===== config.mk =====
export PLATFORM = sky130hd
export DESIGN_NAME = shared_resource_arbiter_flat
export DESIGN_NICKNAME = d
export VERILOG_FILES = /design/src/rtl/shared_resource_arbiter_if.sv /design/src/rtl/shared_resource_arbiter.sv /design/src/flat_wrapper.sv
export SDC_FILE = /design/constraint.sdc
export NUM_CORES = 1
export LEC_CHECK = 0
export ABC_AREA = 1
export CORE_AREA = 2 2 93 95
export CTS_BUF_LIST = sky130_fd_sc_hd__clkbuf_4
export CTS_CLUSTER_DIAMETER = 30
export DETAILED_ROUTE_END_ITERATION = 12
export DIE_AREA = 0 0 95 97
export HOLD_SLACK_MARGIN = 0.12
export PLACE_DENSITY = 0.87
export SLEW_MARGIN = 20
export SYNTH_ARGS = -nofsm -noshare
export SYNTH_HDL_FRONTEND = slang
export SYNTH_SLANG_ARGS = --single-unit

===== constraint.sdc =====
create_clock -name clk -period 5.6 [get_ports clk]
set_input_delay 1.12 -clock clk [delete_from_list [all_inputs] [get_ports clk]]
set_output_delay 1.12 -clock clk [all_outputs]
set_load 0.005 [all_outputs]

===== src/rtl/shared_resource_arbiter_if.sv =====
// Purpose: bundles the requester, resource and response signals of the shared resource arbiter.
// Latency: none, this is wiring only.
// Backpressure: a requester stalls while its grant bit is low; there is no ready path back to the resource.
interface shared_resource_arbiter_if #(
  parameter int NUM_REQ = 4,
  parameter int DATA_W  = 32
);
  localparam int OW = $clog2(NUM_REQ);

  logic [NUM_REQ-1:0]        req;
  logic [NUM_REQ*DATA_W-1:0] req_data;
  logic [DATA_W-1:0]         resource_output;
  logic [NUM_REQ-1:0]        grant;
  logic [OW-1:0]             owner;
  logic [DATA_W-1:0]         resource_input;
  logic                      resource_valid;
  logic [DATA_W-1:0]         rsp_data;
  logic [NUM_REQ-1:0]        rsp_valid;
  logic                      busy;

  // Environment side: the requesters and the resource.
  modport master (
    output req, req_data, resource_output,
    input  grant, owner, resource_input, resource_valid, rsp_data, rsp_valid, busy
  );

  // Arbiter side.
  modport slave (
    input  req, req_data, resource_output,
    output grant, owner, resource_input, resource_valid, rsp_data, rsp_valid, busy
  );
endinterface


===== src/rtl/shared_resource_arbiter.sv =====
// Purpose: round-robin arbiter sharing one fixed-latency resource among NUM_REQ requesters, with responses tagged back to the issuer.
// Latency: grant is registered 1 cycle after req; a response appears on rsp_valid RES_LAT cycles after issue.
// Backpressure: requesters without a grant stall; the arbiter itself never stalls and accepts one issue per cycle.
module shared_resource_arbiter #(
  parameter int NUM_REQ  = 4,
  parameter int DATA_W   = 32,
  parameter int MAX_HOLD = 8,
  parameter int RES_LAT  = 1
) (
  input logic                      clk,
  input logic                      reset,
  shared_resource_arbiter_if.slave bus
);
  localparam int OW = $clog2(NUM_REQ);
  localparam int HW = $clog2(MAX_HOLD) + 1;
  localparam logic [HW-1:0] HOLD_LAST = HW'(MAX_HOLD - 1);

  typedef enum logic {S_IDLE = 1'b0, S_GRANTED = 1'b1} state_e;

  state_e             state_q, state_d;
  logic [NUM_REQ-1:0] grant_q, grant_d;
  logic [OW-1:0]      owner_q, owner_d;
  logic [OW-1:0]      ptr_q, ptr_d;
  logic [HW-1:0]      hold_q, hold_d;

  logic [NUM_REQ-1:0] cand;
  logic               win_vld;
  logic [OW-1:0]      win_idx;
  logic [OW-1:0]      win_nxt;
  logic               owner_req;
  logic               take;

  logic [RES_LAT-1:0] tag_vld_q;
  logic [OW-1:0]      tag_own_q [RES_LAT];

  logic [DATA_W-1:0]  res_in;
  logic               res_vld;
  logic [NUM_REQ-1:0] rsp_vld;
  logic               busy;

  // The grant is one-hot, so masking req with it gives req[owner] without a variable index.
  assign owner_req = |(grant_q & bus.req);
  // While granted, the current owner is excluded so a forced handoff goes to someone else.
  assign cand      = (state_q == S_GRANTED) ? (bus.req & ~grant_q) : bus.req;

  // Round-robin search over the candidates, starting at ptr and wrapping.
  always_comb begin
    int idx;
    win_vld = 1'b0;
    win_idx = '0;
    idx     = 0;
    for (int k = 0; k < NUM_REQ; k++) begin
      idx = int'(ptr_q) + k;
      if (idx >= NUM_REQ) idx = idx - NUM_REQ;
      if (!win_vld && cand[idx]) begin
        win_vld = 1'b1;
        win_idx = OW'(idx);
      end
    end
    win_nxt = (win_idx == OW'(NUM_REQ - 1)) ? '0 : win_idx + 1'b1;
  end

  // State register: grant, owner, RR pointer and hold counter.
  always_ff @(posedge clk) begin
    if (!reset) begin
      state_q <= S_IDLE;
      grant_q <= '0;
      owner_q <= '0;
      ptr_q   <= '0;
      hold_q  <= '0;
    end else begin
      state_q <= state_d;
      grant_q <= grant_d;
      owner_q <= owner_d;
      ptr_q   <= ptr_d;
      hold_q  <= hold_d;
    end
  end

  // Next-state: release, forced handoff after MAX_HOLD cycles, or keep the grant.
  always_comb begin
    state_d = state_q;
    grant_d = grant_q;
    owner_d = owner_q;
    ptr_d   = ptr_q;
    hold_d  = hold_q;
    take    = 1'b0;
    case (state_q)
      S_IDLE: take = win_vld;
      S_GRANTED: begin
        if (!owner_req) begin
          if (win_vld) begin
            take = 1'b1;
          end else begin
            state_d = S_IDLE;
            grant_d = '0;
            owner_d = '0;
            hold_d  = '0;
          end
        end else if (hold_q == HOLD_LAST) begin
          if (win_vld) take = 1'b1;
          else         hold_d = '0;
        end else begin
          hold_d = hold_q + 1'b1;
        end
      end
      default: ;
    endcase
    if (take) begin
      state_d = S_GRANTED;
      grant_d = NUM_REQ'(1) << win_idx;
      owner_d = win_idx;
      ptr_d   = win_nxt;
      hold_d  = '0;
    end
  end

  // Outputs: resource mux from the registered grant, response tag decode, busy.
  always_comb begin
    res_in = '0;
    for (int i = 0; i < NUM_REQ; i++) begin
      if (grant_q[i]) res_in = bus.req_data[i*DATA_W +: DATA_W];
    end
    res_vld = owner_req;
    rsp_vld = tag_vld_q[RES_LAT-1] ? (NUM_REQ'(1) << tag_own_q[RES_LAT-1]) : '0;
    busy    = (|grant_q) | (|tag_vld_q);
  end

  // Issue tag shift pipeline: remembers who issued each in-flight resource operation.
  always_ff @(posedge clk) begin
    if (!reset) begin
      tag_vld_q <= '0;
      for (int i = 0; i < RES_LAT; i++) tag_own_q[i] <= '0;
    end else begin
      tag_vld_q[0] <= res_vld;
      tag_own_q[0] <= owner_q;
      for (int i = 1; i < RES_LAT; i++) begin
        tag_vld_q[i] <= tag_vld_q[i-1];
        tag_own_q[i] <= tag_own_q[i-1];
      end
    end
  end

  assign bus.grant          = grant_q;
  assign bus.owner          = owner_q;
  assign bus.resource_input = res_in;
  assign bus.resource_valid = res_vld;
  assign bus.rsp_data       = bus.resource_output;
  assign bus.rsp_valid      = rsp_vld;
  assign bus.busy           = busy;
endmodule


===== src/flat_wrapper.sv =====
// flat-port wrapper written by rule: the top's interface ports become plain ports
module shared_resource_arbiter_flat 
#(
  parameter int NUM_REQ  = 4,
  parameter int DATA_W   = 32,
  parameter int MAX_HOLD = 8,
  parameter int RES_LAT  = 1
)
  (clk, reset, bus_req, bus_req_data, bus_resource_output, bus_grant, bus_owner, bus_resource_input, bus_resource_valid, bus_rsp_data, bus_rsp_valid, bus_busy);
  shared_resource_arbiter_if #(.NUM_REQ(NUM_REQ), .DATA_W(DATA_W)) bus_i ();
  input logic clk;
  input logic reset;
  input wire logic [$bits(bus_i.req)-1:0] bus_req;
  input wire logic [$bits(bus_i.req_data)-1:0] bus_req_data;
  input wire logic [$bits(bus_i.resource_output)-1:0] bus_resource_output;
  output wire logic [$bits(bus_i.grant)-1:0] bus_grant;
  output wire logic [$bits(bus_i.owner)-1:0] bus_owner;
  output wire logic [$bits(bus_i.resource_input)-1:0] bus_resource_input;
  output wire logic [$bits(bus_i.resource_valid)-1:0] bus_resource_valid;
  output wire logic [$bits(bus_i.rsp_data)-1:0] bus_rsp_data;
  output wire logic [$bits(bus_i.rsp_valid)-1:0] bus_rsp_valid;
  output wire logic [$bits(bus_i.busy)-1:0] bus_busy;
  assign bus_i.req = bus_req;
  assign bus_i.req_data = bus_req_data;
  assign bus_i.resource_output = bus_resource_output;
  assign bus_grant = bus_i.grant;
  assign bus_owner = bus_i.owner;
  assign bus_resource_input = bus_i.resource_input;
  assign bus_resource_valid = bus_i.resource_valid;
  assign bus_rsp_data = bus_i.rsp_data;
  assign bus_rsp_valid = bus_i.rsp_valid;
  assign bus_busy = bus_i.busy;
  shared_resource_arbiter #(.NUM_REQ(NUM_REQ), .DATA_W(DATA_W), .MAX_HOLD(MAX_HOLD), .RES_LAT(RES_LAT)) u_core (.clk(clk), .reset(reset), .bus(bus_i));
endmodule

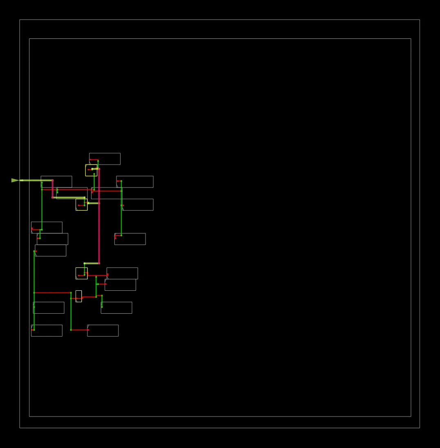
Run 1: clock routing
tally of clock buffers in the finished layout: 3
maximum clock skew at final layout: 0.00116 ns
power drawn by the clock network: 0.0632 mW
Num CTS Buffers: 3
latest clock arrival within the worst-skew pair: 0.29 ns

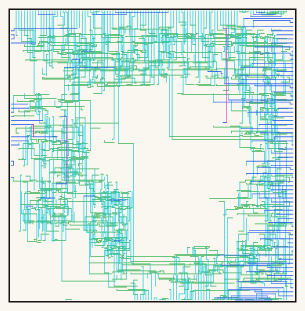
Run 1: wiring by layer
(3 px per um)
met3: in blue, wire length 979 um. met4: in magenta, wire length 57.8 um. met2: in cyan, wire length 4700 um. met1: in green, wire length 3660 um.
total wire length: 9390 um
DR vias: 3157
average wire per standard cell: 14.8 um
Overall Global Routing Usage: 0.183

==> flow_metrics.env, run 1 <==
# flow metrics
export IMPL_power_net_switching_mw=0.854
export IMPL_area_combinational_sq_um=1580
export IMPL_timing_critical_path_required_ns=4.48
export IMPL_layout_filler_cells=810
export IMPL_fin_crit_sh=0.692
export IMPL_layout_nets=700
export IMPL_tool_warnings=29
export IMPL_cts_root_to_sink_buffers=2
export IMPL_insertedDiodeCount=0
export IMPL_critical_path_class="in2out"
export IMPL_finalSetupViolations=0
export IMPL_synthesis_area_per_instance_sq_um=5.84
export IMPL_numSynthFlops=16
export IMPL_timing_critical_path_slowest_stage_cell="clkdlybuf4s50_1"
export IMPL_layout_min_cycle_time_ns=3.87
export IMPL_max_stage_delay_ns=0.54
export IMPL_clock_sink_count=16
export IMPL_ant_nets=0
export IMPL_syn_nets=575
export IMPL_nMultiInputCombCells=307
export IMPL_status="completed"
export IMPL_synth_cells_most_frequent="nand2_1, o21ai_0, nand3_1"
export IMPL_tritoncts="done"
export IMPL_final_hold_violation_count=0
export IMPL_die_area_sq_um=9220
export IMPL_combAreaFraction=0.401
export IMPL_postSynth_asyncResetShare=0
export IMPL_overflow=0
export IMPL_critical_path_max_fanout=1
export IMPL_route_layer_met1_wl_um=3660
export IMPL_drt_iter0_drc=81
export IMPL_pwr_share_seq=0.132
export IMPL_placement_setup_worst_slack_ns=1.72
export IMPL_postCtsSetupRepairBufs=0
export IMPL_route_met3_wl_um=978
export IMPL_cp_buffers_inverters=2
export IMPL_global_route_peak_usage_layer="met2"
export IMPL_non_clock_buffer_count=180
export IMPL_dp_hpwl_um=7210
export IMPL_synthesis_yosys_warnings=0
export IMPL_cells_along_the_critical_path="clkdlybuf4s50_1 -> nand3_1 -> nand2_1 -> o21ai_0 -> o21ai_0 -> clkdlybuf4s50_1"
export IMPL_launching_element_type_of_the_critical_path="input pin"
export IMPL_combinationalPowerShare=0.832
export IMPL_synthesis_instances=404
export IMPL_worstSetupEndpointType="primary output"
export IMPL_reg2reg_setup_slack_ns=2.87
export IMPL_tightestPinTransition_ns=1.01
export IMPL_seq_area_sq_um=324
export IMPL_setup_tns_ns=0
export IMPL_maxCapViolCount=0
export IMPL_final_common_cell="clkdlybuf4s50_1"
export IMPL_synthTopCellsByArea="nand2_1, dfxtp_1, o21ai_0"
export IMPL_fin_hold_ws_ns=0.448
export IMPL_n_all_inverters=21
export IMPL_pwr_density_cell_nw_per_um2=445
export IMPL_worst_setup_path_endpoint="bus_resource_input[0]"
export IMPL_remaining_drc_errors=0
export IMPL_timing_final_max_slew_violations=0
export IMPL_achievable_frequency_mhz=258
export IMPL_synth_seq_share=0.136
export IMPL_timing_max_slew_rel_slack=0.327
export IMPL_critical_path_reg2reg_endpoint="u_core.ptr_q[1]"
export IMPL_postPlaceCellArea_sq_um=3910
export IMPL_switching_share=0.487
export IMPL_beginning_of_the_critical_path="bus_req_data[0]"
export IMPL_post_route_cells_drive_above_1_share=0.0701
export IMPL_part_of_the_total_power_dissipated_in_the_clock_network=0.036
export IMPL_peakVddDrop_v=0.000305
export IMPL_whs_path_depth=2
export IMPL_dieHeight_um=97
export IMPL_total_power_after_layout_mw=1.76
export IMPL_summed_instance_area_of_the_synthesized_netlist_sq_um=2360
export IMPL_grt_pass1_wl_um=14000
export IMPL_grt_antenna_before_repair=0
export IMPL_yosys_cell_count_top_type="nand2_1"
export IMPL_numPlacedInstances=629
export IMPL_area_growth_syn_to_layout_pct=67.1
export IMPL_post_cts_hold_buffer_count=0
export IMPL_floorplanUtilization=0.290
export IMPL_clock_tree_area_fraction=0.00666
export IMPL_holdCritPathClass="reg2reg"
export IMPL_path_clk_slew_ns=0.09
export IMPL_post_route_worst_setup_slack_ns=1.73
export IMPL_worstSetupPathDepth=6
export IMPL_detail_route_first_pass_iterations=4
export IMPL_grt_setup_unrepaired="no"
export IMPL_synth_area_yosys_sq_um=2360
export IMPL_clock_root_buffer="clkbuf_4"
export IMPL_netlist_area_leader_share=0.151
export IMPL_topRoutingLayerUsed="met4"
export IMPL_critical_path_top_delay_family="buffers and inverters"
export IMPL_power_combinational_mw=1.46
export IMPL_commonest_register_cell_after_synthesis="dfxtp_1"
export IMPL_cts_resized=0
export IMPL_die_width_um=95
export IMPL_largestPowerGroup="combinational logic"
export IMPL_power_static_leakage_nw=1.55
export IMPL_synth_edff_count=0
export IMPL_hold_path_startpoint="u_core.bus.owner[1]"
export IMPL_via_per_inst=4.99
export IMPL_post_synth_num_cell_types=32
export IMPL_design_seq_count=16
export IMPL_cellInternalPower_mw=0.901
export IMPL_whs_endpoint="u_core.tag_own_q[0][1]"
export IMPL_groute_layer_met3_usage=0.0514
export IMPL_ys_cells=404
export IMPL_gr_usage_met2=0.342
export IMPL_first_global_vias=2927
export IMPL_io_pins=242
export IMPL_grt_met1_usage=0.209
export IMPL_layout_top_cells_excl_fill_tap="clkdlybuf4s50_1, nand2_1, o21ai_0"
export IMPL_final_cells=633
export IMPL_grt_max_degree=70
export IMPL_cp_data_arrival_time_ns=2.75
export IMPL_place_gp_congestion=0.903
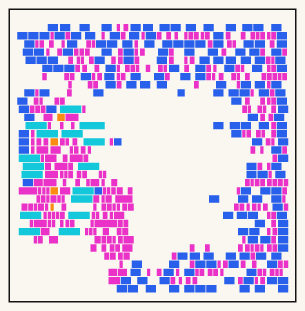
Run 1: placed cells, one colour a class
(3 px per um)
other buffers and delay cells: in blue, cells 180, share of their area 47%. clock drivers and dummy loads: in orange, cells 4, share of their area 0.69%. flip-flops: in cyan, cells 16, share of their area 8.5%. all other logic: in magenta, cells 328, share of their area 44%.
Placeable Area: 8130 sq um
Post-Layout Inst Area: 3940 sq um
sequential share of cell area: 0.0822
share of the core filled with cells in the final layout: 0.485
Site Rows: 33

[run 1: registers in the layout, indices dropped and copies added, names as in the netlist]
| name | cells |
|---|---|
| u_core.bus.owner | 2 |
| u_core.tag_own_q | 2 |
| u_core.hold_q | 4 |
| u_core.tag_vld_q | 1 |
| u_core.bus.grant | 4 |
| u_core.ptr_q | 2 |
| u_core.state_q | 1 |
[run 1: cell families (layout without fill, tap and decap cells)]
family | after synthesis | count (layout) | share of synthesized area
simple gates | 181 | 181 | 0.368
compound gates | 119 | 119 | 0.269
buf+inv | 81 | 205 | 0.194
flops | 16 | 16 | 0.136
fa+ha+maj | 5 | 5 | 0.0265
xor+xnor | 2 | 2 | 0.00742
--- run 2 (diff from run 1) ---
--- a/config.mk
+++ b/config.mk
@@ -6,13 +6,13 @@
 export NUM_CORES = 1
 export LEC_CHECK = 0
 export ABC_AREA = 1
-export CORE_AREA = 2 2 93 95
+export CORE_MARGIN = 2
+export CORE_UTILIZATION = 27
 export CTS_BUF_LIST = sky130_fd_sc_hd__clkbuf_4
 export CTS_CLUSTER_DIAMETER = 30
 export DETAILED_ROUTE_END_ITERATION = 12
-export DIE_AREA = 0 0 95 97
 export HOLD_SLACK_MARGIN = 0.12
-export PLACE_DENSITY = 0.87
+export PLACE_DENSITY = 0.86
 export SLEW_MARGIN = 20
 export SYNTH_ARGS = -nofsm -noshare
 export SYNTH_HDL_FRONTEND = slang
==> constraint.sdc (replaced) <==
create_clock -name clk -period 3.55 [get_ports clk]
set_input_delay 0.71 -clock clk [delete_from_list [all_inputs] [get_ports clk]]
set_output_delay 0.71 -clock clk [all_outputs]
set_load 0.005 [all_outputs]
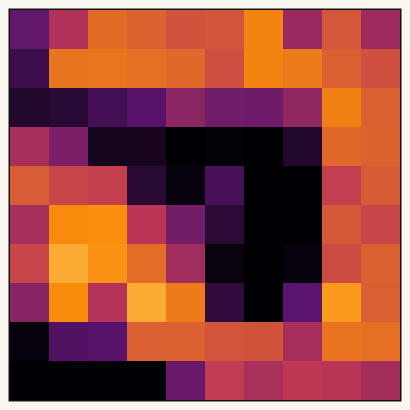
Run 2: placement density heat map
(4 px per um) 10 x 10 tiles, from black (low) to pale yellow (high), 0 to 100% covered.
15% of the tiles are nearly empty. The fullest tile reaches 82%. 5.0% of the tiles are over 75% full. The emptiest ninth of the die: centre. The mean over all tiles is 41%.
share of the core filled with cells in the final layout: 0.467
fp_density: 0.275
Placeable Area: 8590 sq um

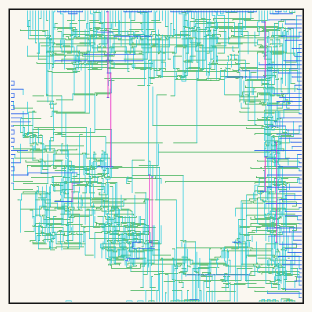
Run 2: wiring by layer
(3 px per um)
DR vias: 3213
Overall Global Routing Usage: 0.191
total wire length: 9530 um
average wire per standard cell: 14.8 um

==> run 2 against run 1 <==
Compared with the run above:
- clock skew is 0.0034 ns higher
- die size is 3.1% higher
- setup slack got worse by 1.2 ns
- sequential cell count unchanged
- final cell count up 1.6%
- synthesized cell count unchanged
- clock power is 63% higher
- first-iteration DRC count grew 31%
- non-clock buffer count is 7 higher
- design area increased by 1.7%
- synthesized area is the same
- sequential power is 34% higher
- critical endpoint is now bus_resource_input[31]
- largest cell class unchanged
- highest routed layer unchanged
==> flow_metrics.env, run 2 <==
# flow metrics
export IMPL_postPlaceCellArea_sq_um=3980
export IMPL_layout_nets=707
export IMPL_port_buffers=177
export IMPL_fin_hold_ws_ns=0.454
export IMPL_timing_max_slew_rel_slack=0.611
export IMPL_critical_path_reg2reg_endpoint="u_core.ptr_q[1]"
export IMPL_beginning_of_the_critical_path="bus_req_data[31]"
export IMPL_synth_seq_share=0.136
export IMPL_final_common_cell="clkdlybuf4s50_1"
export IMPL_area_growth_syn_to_layout_pct=69.9
export IMPL_sequential_share_of_cell_area=0.0802
export IMPL_finalSetupViolations=0
export IMPL_die_area_sq_um=9500
export IMPL_final_cells=643
export IMPL_pwr_density_cell_nw_per_um2=700
export IMPL_synthTopCellsByArea="nand2_1, dfxtp_1, o21ai_0"
export IMPL_final_setup_skew_ns=0.00459
export IMPL_peakVddDrop_v=0.000440
export IMPL_seq_area_sq_um=322
export IMPL_yosys_cell_count_top_type="nand2_1"
export IMPL_numPlacedInstances=639
export IMPL_fin_crit_sh=0.852
export IMPL_whs_path_depth=2
export IMPL_tightestPinTransition_ns=0.581
export IMPL_cts_root_to_sink_buffers=2
export IMPL_syn_nets=575
export IMPL_post_cts_hold_buffer_count=0
export IMPL_synthesis_instances=404
export IMPL_total_power_after_layout_mw=2.80
export IMPL_non_clock_buffer_count=187
export IMPL_placement_setup_worst_slack_ns=0.508
export IMPL_maxCapViolCount=0
export IMPL_combAreaFraction=0.395
export IMPL_dp_hpwl_um=7270
export IMPL_synth_edff_count=0
export IMPL_post_route_worst_setup_slack_ns=0.527
export IMPL_r2r_cells=12
export IMPL_synthesis_area_per_instance_sq_um=5.84
export IMPL_grt_setup_unrepaired="no"
export IMPL_final_hold_violation_count=0
export IMPL_largestClassByArea="buffers"
export IMPL_nMultiInputCombCells=307
export IMPL_grt_antenna_before_repair=0
export IMPL_well_tap_count=108
export IMPL_timing_critical_path_required_ns=2.84
export IMPL_status="completed"
export IMPL_dieHeight_um=97.5
export IMPL_layout_min_cycle_time_ns=3.02
export IMPL_layout_top_cells_excl_fill_tap="clkdlybuf4s50_1, nand2_1, o21ai_0"
export IMPL_synth_area_yosys_sq_um=2360
export IMPL_insertedDiodeCount=0
export IMPL_layout_filler_cells=858
export IMPL_worst_setup_path_endpoint="bus_resource_input[31]"
export IMPL_power_static_leakage_nw=1.59
export IMPL_hold_path_startpoint="u_core.bus.owner[1]"
export IMPL_detail_route_first_pass_iterations=4
export IMPL_first_global_vias=3334
export IMPL_setup_tns_ns=0
export IMPL_route_layer_met1_wl_um=4040
export IMPL_commonest_register_cell_after_synthesis="dfxtp_1"
export IMPL_n_all_inverters=21
export IMPL_grt_met1_usage=0.238
export IMPL_ys_cells=404
export IMPL_die_width_um=97.5
export IMPL_clock_tree_area_fraction=0.00655
export IMPL_drt_iter0_drc=106
export IMPL_critical_path_class="in2out"
export IMPL_via_per_inst=5.00
export IMPL_summed_instance_area_of_the_synthesized_netlist_sq_um=2360
export IMPL_tritoncts="done"
export IMPL_timing_rr_start="u_core.state_q"
export IMPL_critical_path_max_fanout=1
export IMPL_worstSetupEndpointType="primary output"
export IMPL_numSynthFlops=16
export IMPL_path_clk_slew_ns=0.10
export IMPL_timing_final_max_slew_violations=0
export IMPL_grt_pass1_wl_um=15600
export IMPL_whs_endpoint="u_core.tag_own_q[0][1]"
export IMPL_post_route_cells_drive_above_1_share=0.0822
export IMPL_overflow=0
export IMPL_holdCritPathClass="reg2reg"
export IMPL_groute_layer_met3_usage=0.0360
export IMPL_postSynth_asyncResetShare=0
export IMPL_area_combinational_sq_um=1580
export IMPL_clock_root_buffer="clkbuf_4"
export IMPL_layout_buffer_nonclock_area_share=0.464
export IMPL_reg2reg_setup_slack_ns=1.12
export IMPL_netlist_top_cell_by_area="nand2_1"
export IMPL_post_synth_num_cell_types=32
export IMPL_postCtsSetupRepairBufs=0
export IMPL_remaining_drc_errors=0
export IMPL_numCtsBuffers=3
export IMPL_netlist_area_leader_share=0.151
export IMPL_io_pins=242
export IMPL_topRoutingLayerUsed="met4"
export IMPL_synth_cells_most_frequent="nand2_1, o21ai_0, nand3_1"
export IMPL_grt_max_degree=38
export IMPL_std_cell_rows=34
export IMPL_achievable_frequency_mhz=331
export IMPL_final_area_sq_um=4010
export IMPL_gr_usage_met2=0.335
export IMPL_launching_element_type_of_the_critical_path="input pin"
export IMPL_cp_data_arrival_time_ns=2.31
export IMPL_global_route_peak_usage_layer="met2"
export IMPL_met2_wire_length_um=4660
export IMPL_cts_htree_levels=1
export IMPL_synthesis_yosys_warnings=0
export IMPL_ant_nets=0
export IMPL_tool_warnings=29
export IMPL_design_seq_count=16
export IMPL_final_clkbuf_count=3
export IMPL_place_gp_congestion=0.861
export IMPL_route_met3_wl_um=650
export IMPL_cts_resized=0
export IMPL_worstSkewPairLatency_ns=0.29
export IMPL_clock_sink_count=16
==> run 2: cell counts after synthesis <==
No cell type changed its count.
==> run 2: cell families after synthesis <==
logic type	Yosys count	share of synthesized area
and+or+nand+nor	181	0.368
DFF	16	0.136
AOI/OAI and AO/OA	119	0.269
buffers and inverters	81	0.194
xor gates and xnor gates	2	0.00742
adders and majority gates	5	0.0265
==> run 2: critical path: stages <==
cell	delay, ns
clkdlybuf4s50_1	0.47
nand3_1	0.08
nand2_1	0.12
o21ai_0	0.09
o21ai_0	0.28
clkdlybuf4s50_1	0.57
==> run 2: where the power goes <==
group,internal (mW),leakage [nW],total [mW],switching (mW)
Clock,0.0409,0.0154,0.103,0.0616
Combinational,1.20,1.44,2.39,1.19
Sequential,0.227,0.132,0.311,0.0844
Total,1.46,1.59,2.80,1.34
Power figures rest on the tool's default switching activity, not on a simulated workload.
